Design seven_segment_multi_display, sky130hd; sources not shown.
Figure 1. Metal layers overlaid (run 1).
Scale: 2 px per um. Two of the layers only.
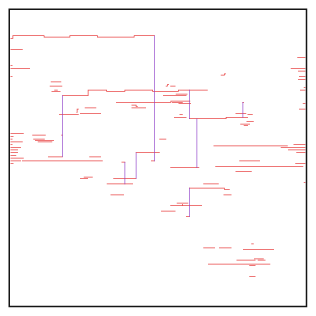
[purple] M4 | wire length: 178 um
[red] M3 | wire length: 852 um
aggregate global-route resource usage: 18.8%
routed wirelength normalized by instance count: 12.9 um
vias post-DR: 7621

Figure 2. Signal wires on met4 (run 1).
Scale: 2 px per um.
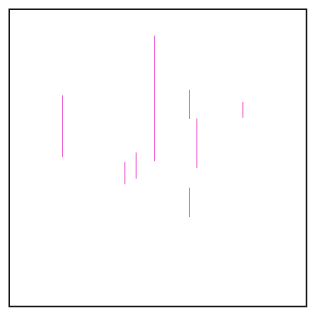
share of all routed wire: 0.91%
longest straight run: 62.6 um
wire length on this layer: 178 um
main direction: vertical
nets with wire on the layer: 3
Total Routed Length: 19.5 mm

Figure 3. Selected gate families (run 1).
Scale: 2 px per um.
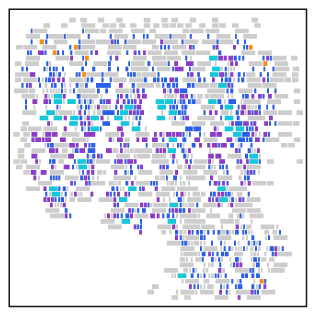
[purple] aoi and oai cells | cells: 220 | most used: a21oi_1
[orange] and/or cells | cells: 8 | most used: or2_2
[cyan] fa/ha/maj cells | cells: 46 | most used: ha_1
[blue] nand cells | cells: 417 | most used: nand2_1 | where: widely spread
most common cell after layout, fill and taps aside: sky130_fd_sc_hd__nand2_1
Comb/total area: 44.3%
non-filler cells in the finished layout: 1511

==> impl_summary.log, run 1 <==
[metrics] run summary
INFO  metric postCtsSetupRepairBufs = 0
INFO  metric max-clock-path-buffers = 2
INFO  metric reg2reg_depth = 10
INFO  metric yosys-top-cells-count = sky130_fd_sc_hd__nand2_1, sky130_fd_sc_hd__dfxtp_1, sky130_fd_sc_hd__inv_1, sky130_fd_sc_hd__nor2_1, sky130_fd_sc_hd__a21oi_1
INFO  metric wl_met3 = 851 um
INFO  metric highest_layer = met4
INFO  metric timing.reg2reg.setup_slack = 1.05 ns
INFO  metric detailroute.wirelength.met2 = 9.61 mm
INFO  metric totalNegativeSetupSlack = 0 ns
INFO  metric timing.critical_path.fanout_max = 42
INFO  metric syn_area = 0.00851 mm2
INFO  metric hold_depth = 1
INFO  metric clk_transition_reported_paths = 0.07 ns
INFO  metric clkLatencyLatePin = 0.43 ns
INFO  metric via_count_of_the_first_global_routing_pass = 7143
INFO  metric startpoint_type = flop
INFO  metric worst_hold_path_type = reg -> reg
INFO  metric tritoncts.num_buffers = 17
INFO  metric ys_chip_area = 0.00851 mm2
INFO  metric timing.final.crit_share = 67.6%
INFO  metric tool_warnings = 57
INFO  metric tightest_slew = 0.827 ns
INFO  metric vias_per_cell = 5.04
INFO  metric hold_ws = 0.452 ns
INFO  metric postSynthSeqShare = 39.3%
INFO  metric p_leak = 3.96 nW
INFO  metric synthDominantAreaCellType = sky130_fd_sc_hd__dfxtp_1
INFO  metric detailed_place.area = 0.00942 mm2
INFO  metric critical_path_required = 3.51 ns
INFO  metric drt-pass1-iter-count = 5
INFO  metric worst-endpoint-arrival = 2.46 ns
INFO  metric number_of_fillers_in_the_final_layout = 2053
INFO  metric drt_iter0_drc = 385
INFO  metric finish.net_count = 1300
INFO  metric ff_latch_area = 0.00334 mm2
INFO  metric fin_crit = 2.19 ns
INFO  metric die-area = 0.0219 mm2
INFO  metric core_area = 0.0206 mm2
INFO  metric grt_setup_unrepaired = no
INFO  metric area_leaders = sky130_fd_sc_hd__dfxtp_1, sky130_fd_sc_hd__nand2_1, sky130_fd_sc_hd__ha_1, sky130_fd_sc_hd__inv_1, sky130_fd_sc_hd__a21oi_1
INFO  metric cts_tree = done
INFO  metric end_kind = flop
INFO  metric hpwlAfterDp = 13.8 mm
INFO  metric timing_worst_setup_path_type = reg -> reg
INFO  metric run_status = complete, no violations
INFO  metric tritoncts_num_sinks = 167
INFO  metric synthesis.yosys.warnings = 0
INFO  metric cellPowerDensity = 524 mW/mm2
INFO  metric syn_area_per_cell = 7.26 um2
INFO  metric power.total = 0.00525 W
INFO  metric wl_met1 = 8.90 mm
INFO  metric fp_util = 41.4%
INFO  metric max_clock_freq = 457 MHz
INFO  metric drive_above_1_share = 8.86%
INFO  metric yosysUniqueCellTypes = 41
INFO  metric die_width = 148 um
INFO  metric synth_cells = 1172
INFO  metric ir_worst_vdd = 0.353 mV
INFO  metric yosys.area.top_type_share = 39.3%
INFO  metric grt_antenna_before_repair = 0
INFO  metric maxCapViolCount = 0
INFO  metric floorplan.rows = 52
INFO  metric die_height = 148 um
INFO  metric ioPinCount = 69
INFO  metric area.combinational = 0.00444 mm2
INFO  metric cts_max_level = 4
INFO  metric global_route_wire_length_before_repair = 33.4 mm
INFO  metric finalMaxSlewViolations = 0
INFO  metric hold_viol_final = 0
INFO  metric ys_cells = 1172
INFO  metric synth-edff-count = 0
INFO  metric setup-violations-final = 0
==> run 1: per-layer routing <==
| layer | GRT usage [%] | vias to the layer above |
|---|---|---|
| li1 | - | 3940 |
| met1 | 23.3 | 3489 |
| met2 | 33.5 | 175 |
| met3 | 3.43 | 17 |
| met4 | 4.95 | 0 |
| met5 | 0 | - |
==> run 1: power by group <==
part | leakage, nW | switching (W) | total [W] | internal (W)
Clock | 0.276 | 0.000868 | 0.00205 | 0.00119
Combinational | 2.32 | 0.000592 | 0.000957 | 0.000365
Sequential | 1.36 | 0.0000521 | 0.00224 | 0.00218
Total | 3.96 | 0.00151 | 0.00525 | 0.00374
==> run 1: through the flow <==
stage / worst slack, ns / cells
2_1_floorplan: 1.38 / 1172
3_3_place_gp: 0.987 / 1478
3_5_place_dp: 0.961 / 1479
4_1_cts: 1.04 / 1511
5_1_grt: 0.756 / 1511
6_report: 1.05 / 1511
==> run 1: critical path, cell delays in order, from the launching register on <==
cell,delay [ns]
sky130_fd_sc_hd__dfxtp_1,0.36
sky130_fd_sc_hd__ha_1,0.17
sky130_fd_sc_hd__nand2_1,0.08
sky130_fd_sc_hd__nor2_1,0.19
sky130_fd_sc_hd__nand2_1,0.09
sky130_fd_sc_hd__nor2_1,0.14
sky130_fd_sc_hd__nand3_1,0.11
sky130_fd_sc_hd__nand3_1,0.10
sky130_fd_sc_hd__nand2_1,0.07
sky130_fd_sc_hd__inv_2,0.55
sky130_fd_sc_hd__nand3_1,0.15
==> run 1: placed cells by master, fill, tap and decap left out, types with 10 or more instances in the layout <==
cell type / instances
sky130_fd_sc_hd__nand2_1: 296
sky130_fd_sc_hd__nand4_1: 13
sky130_fd_sc_hd__clkdlybuf4s50_1: 68
sky130_fd_sc_hd__ha_1: 46
sky130_fd_sc_hd__nand3_1: 83
sky130_fd_sc_hd__clkbuf_16: 17
sky130_fd_sc_hd__o221ai_1: 19
sky130_fd_sc_hd__inv_2: 11
sky130_fd_sc_hd__nor3_1: 18
sky130_fd_sc_hd__o21ai_2: 16
sky130_fd_sc_hd__nor2_1: 91
sky130_fd_sc_hd__a21oi_1: 89
sky130_fd_sc_hd__o22ai_1: 10
sky130_fd_sc_hd__dfxtp_1: 166
sky130_fd_sc_hd__nand2_2: 13
sky130_fd_sc_hd__xor2_1: 13
sky130_fd_sc_hd__inv_1: 128
sky130_fd_sc_hd__o21ai_1: 20
sky130_fd_sc_hd__o21ai_0: 46
==> run 1: cell type report <==
class | instances | area share [%]
clock buffers | 20 | 4.56
clock inverters | 12 | 1.41
inverters | 140 | 5.27
well taps | 270 | 3.37
repair buffers | 77 | 7.67
multi-input cells | 825 | 44.3
flip-flops and latches | 167 | 33.4
==> run 1: cell families (layout without fill, tap and decap cells) <==
logic type / after synthesis / count (layout) / synth area share (%)
DFF: 167 / 167 / 39.3
xor gates and xnor gates: 13 / 13 / 1.34
AOI/OAI and AO/OA: 221 / 221 / 15.5
adders and majority gates: 46 / 46 / 6.76
buffers and inverters: 180 / 249 / 8.63
and+or+nand+nor: 545 / 545 / 28.5
Figure 4. Pin placement (run 1).
Scale: 2 px per um. Pins as bars across the die edge, other pins in gray.
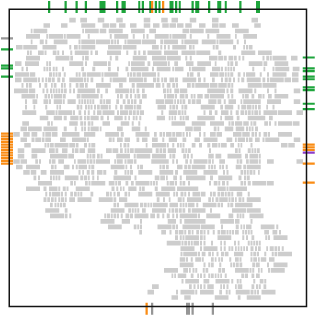

==> run 2: changes to the inputs <==
- clock period: 3.24 -> 2.24 ns (I/O delays scaled with it)
Figure 5. Pin placement (run 2).
Scale: 2 px per um. Pins as bars across the die edge, other pins in gray.
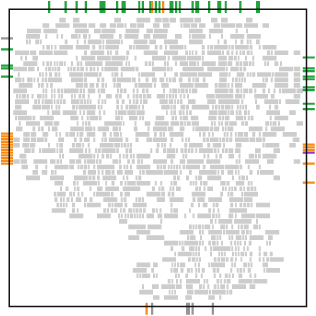
[green] segments | pins: 42 | direction: output | edge: 29 top, 9 right, 4 left
[purple] suppress_zeros | pins: 1 | direction: input | edge: right
[orange] load_data | pins: 20 | direction: input | edge: 12 left, 5 right, 2 top, 1 bottom
all pins by edge: 31 top, 17 left, 15 right, 6 bottom
count of input and output buffers: 68
DIE WIDTH: 148 um
overall die height: 148 um

Figure 6. Metal layers overlaid (run 2).
Scale: 2 px per um. Two of the layers only.
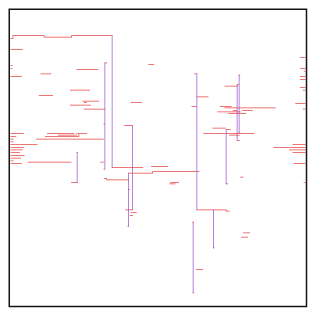
[purple] M4 | wire length: 408 um
[red] M3 | wire length: 601 um
routed wirelength normalized by instance count: 12.9 um
aggregate global-route resource usage: 18.8%
Total Routed Length: 19.6 mm
vias post-DR: 7630

==> run 2 against run 1 <==
  * Cell count rose by 0.46%
  * Via count rose by 0.12%
  * Non-clock buffer count rose by 8
  * Worst setup slack worse by 0.84 ns
  * Core utilization increased by 0.41 points
==> impl_summary.log, run 2 <==
[metrics] run summary
INFO  metric timing.final.crit_share = 90.7%
INFO  metric finish.net_count = 1308
INFO  metric totalNegativeSetupSlack = 0 ns
INFO  metric floorplan.rows = 52
INFO  metric ff_latch_area = 0.00335 mm2
INFO  metric syn_area_per_cell = 7.26 um2
INFO  metric maxCapViolCount = 0
INFO  metric postSynthSeqShare = 39.3%
INFO  metric crit_path_cell_trace = buf_12 -> nand2_1 -> o21ai_2 -> inv_2 -> ha_1 -> inv_1 -> nor2_1 -> nand2_1 -> o21ai_0 -> nor2_1 -> nand3_1 -> o21ai_1 -> nand2_1
INFO  metric ioPinCount = 69
INFO  metric fp_util = 41.4%
INFO  metric layout.cells.most_common = sky130_fd_sc_hd__nand2_1
INFO  metric grt_antenna_before_repair = 0
INFO  metric drc_errors = 0
INFO  metric timing_worst_setup_path_type = reg -> reg
INFO  metric synth_cells = 1172
INFO  metric cellPowerDensity = 754 mW/mm2
INFO  metric via_count_of_the_first_global_routing_pass = 7074
INFO  metric number_of_fillers_in_the_final_layout = 2057
INFO  metric area.combinational = 0.00444 mm2
INFO  metric layout.cells.most_common_list = sky130_fd_sc_hd__nand2_1, sky130_fd_sc_hd__dfxtp_1, sky130_fd_sc_hd__inv_1, sky130_fd_sc_hd__nor2_1, sky130_fd_sc_hd__a21oi_1
INFO  metric pre_cts_ws = 0.0665 ns
INFO  metric end_kind = flop
INFO  metric max-clock-path-buffers = 2
INFO  metric drive_above_1_share = 9.38%
INFO  metric timing.critical_path.fanout_max = 29
INFO  metric core_area = 0.0206 mm2
INFO  metric setup-violations-final = 0
INFO  metric critical-path-slowest-cell = sky130_fd_sc_hd__dfxtp_4
INFO  metric worst_path_dominant_cell_family = simple AND/OR/NAND/NOR gates
INFO  metric p_leak = 4.02 nW
INFO  metric hold_depth = 3
INFO  metric global_route_wire_length_before_repair = 33.5 mm
INFO  metric highest_layer = met4
INFO  metric synth_flops = 167
INFO  metric yosysUniqueCellTypes = 41
INFO  metric path_depth = 13
INFO  metric hold_ws = 0.393 ns
INFO  metric power.total = 0.00762 W
INFO  metric ys_chip_area = 0.00851 mm2
INFO  metric worst_hold_path_type = in -> reg
INFO  metric clkLatencyLatePin = 0.43 ns
INFO  metric synth-edff-count = 0
INFO  metric synthesis.yosys.warnings = 0
INFO  metric fin_ws = 0.208 ns
INFO  metric cts_max_level = 4
INFO  metric run_status = complete, no violations
INFO  metric clk_transition_reported_paths = 0.07 ns
INFO  metric cp_common_cell = sky130_fd_sc_hd__nand2_1
INFO  metric die-area = 0.0219 mm2
INFO  metric fin_crit = 2.03 ns
INFO  metric tritoncts_num_sinks = 167
INFO  metric hpwlAfterDp = 14.0 mm
INFO  metric ir_worst_vdd = 0.546 mV
INFO  metric reg2reg_depth = 13
INFO  metric worst-endpoint-arrival = 2.34 ns
INFO  metric vias_per_cell = 5.03
INFO  metric yosys-top-cells-count = sky130_fd_sc_hd__nand2_1, sky130_fd_sc_hd__dfxtp_1, sky130_fd_sc_hd__inv_1, sky130_fd_sc_hd__nor2_1, sky130_fd_sc_hd__a21oi_1
INFO  metric wl_met3 = 600 um
INFO  metric drt-pass1-iter-count = 5
INFO  metric synthDominantAreaCellType = sky130_fd_sc_hd__dfxtp_1
INFO  metric tool_warnings = 57
INFO  metric yosys.area.top_type_share = 39.3%
INFO  metric drt_iter0_drc = 455
INFO  metric ys_cells = 1172
INFO  metric cts_tree = done
INFO  metric critical_path_required = 2.55 ns
INFO  metric max_clock_freq = 492 MHz
INFO  metric startpoint_type = flop
INFO  metric postCtsSetupRepairBufs = 0
INFO  metric grt_setup_unrepaired = no
INFO  metric area_leaders = sky130_fd_sc_hd__dfxtp_1, sky130_fd_sc_hd__nand2_1, sky130_fd_sc_hd__ha_1, sky130_fd_sc_hd__inv_1, sky130_fd_sc_hd__a21oi_1
INFO  metric hold_viol_final = 0
INFO  metric crit_buf_inv = 3
INFO  metric detailroute.wirelength.met2 = 9.27 mm
INFO  metric finalMaxSlewViolations = 0
INFO  metric timing.reg2reg.setup_slack = 0.21 ns
INFO  metric timing.critical_path.slowest_cell_delay = 0.47 ns
INFO  metric tritoncts.num_buffers = 17
INFO  metric tightest_slew = 0.965 ns
INFO  metric syn_area = 0.00851 mm2
[run 2: cell counts after synthesis]
Identical to the previous run, type by type.
[run 2: power by group]
group          switching [W]  internal, W
clock                0.00130      0.00167
sequential         0.0000837      0.00316
combinational       0.000855     0.000549
total                0.00224      0.00538
[run 2: final cells by class]
class / instances / share of cell area, %
inverters: 140 / 5.23
repair buffers: 85 / 8.50
multi-input cells: 825 / 43.9
well taps: 270 / 3.34
flip-flops and latches: 167 / 33.1
clock inverters: 13 / 1.60
clock buffers: 18 / 4.25
[run 2: logic make-up after synthesis]
family                     count (synthesis)  share of synthesized area [%]
AOI/OAI and AO/OA                        221                           15.5
xor gates and xnor gates                  13                           1.34
adders and majority gates                 46                           6.76
buffers and inverters                    180                           8.63
DFF                                      167                           39.3
and+or+nand+nor                          545                           28.5
[run 2: layer usage]
layer,vias to the layer above,track usage (%)
met5,-,0
met2,134,31.3
met3,29,2.53
met1,3496,24.6
met4,0,7.22
li1,3971,-
[run 2: per-stage QoR]
stage	area (um2)	std cells
2_1_floorplan	8510	1172
3_3_place_gp	9510	1487
3_5_place_dp	9510	1487
4_1_cts	10100	1518
5_1_grt	10100	1518
6_report	10100	1518
[run 2: worst register-to-register path: stages, from the launching register on]
cell and delay [ns]:
sky130_fd_sc_hd__dfxtp_4 0.47, sky130_fd_sc_hd__buf_12 0.23, sky130_fd_sc_hd__nand2_1 0.10, sky130_fd_sc_hd__o21ai_2 0.12, sky130_fd_sc_hd__inv_2 0.11, sky130_fd_sc_hd__ha_1 0.22
sky130_fd_sc_hd__inv_1 0.08, sky130_fd_sc_hd__nor2_1 0.05, sky130_fd_sc_hd__nand2_1 0.07, sky130_fd_sc_hd__o21ai_0 0.08, sky130_fd_sc_hd__nor2_1 0.09, sky130_fd_sc_hd__nand3_1 0.10
sky130_fd_sc_hd__o21ai_1 0.13, sky130_fd_sc_hd__nand2_1 0.08
Power figures rest on the tool's default switching activity, not on a simulated workload.
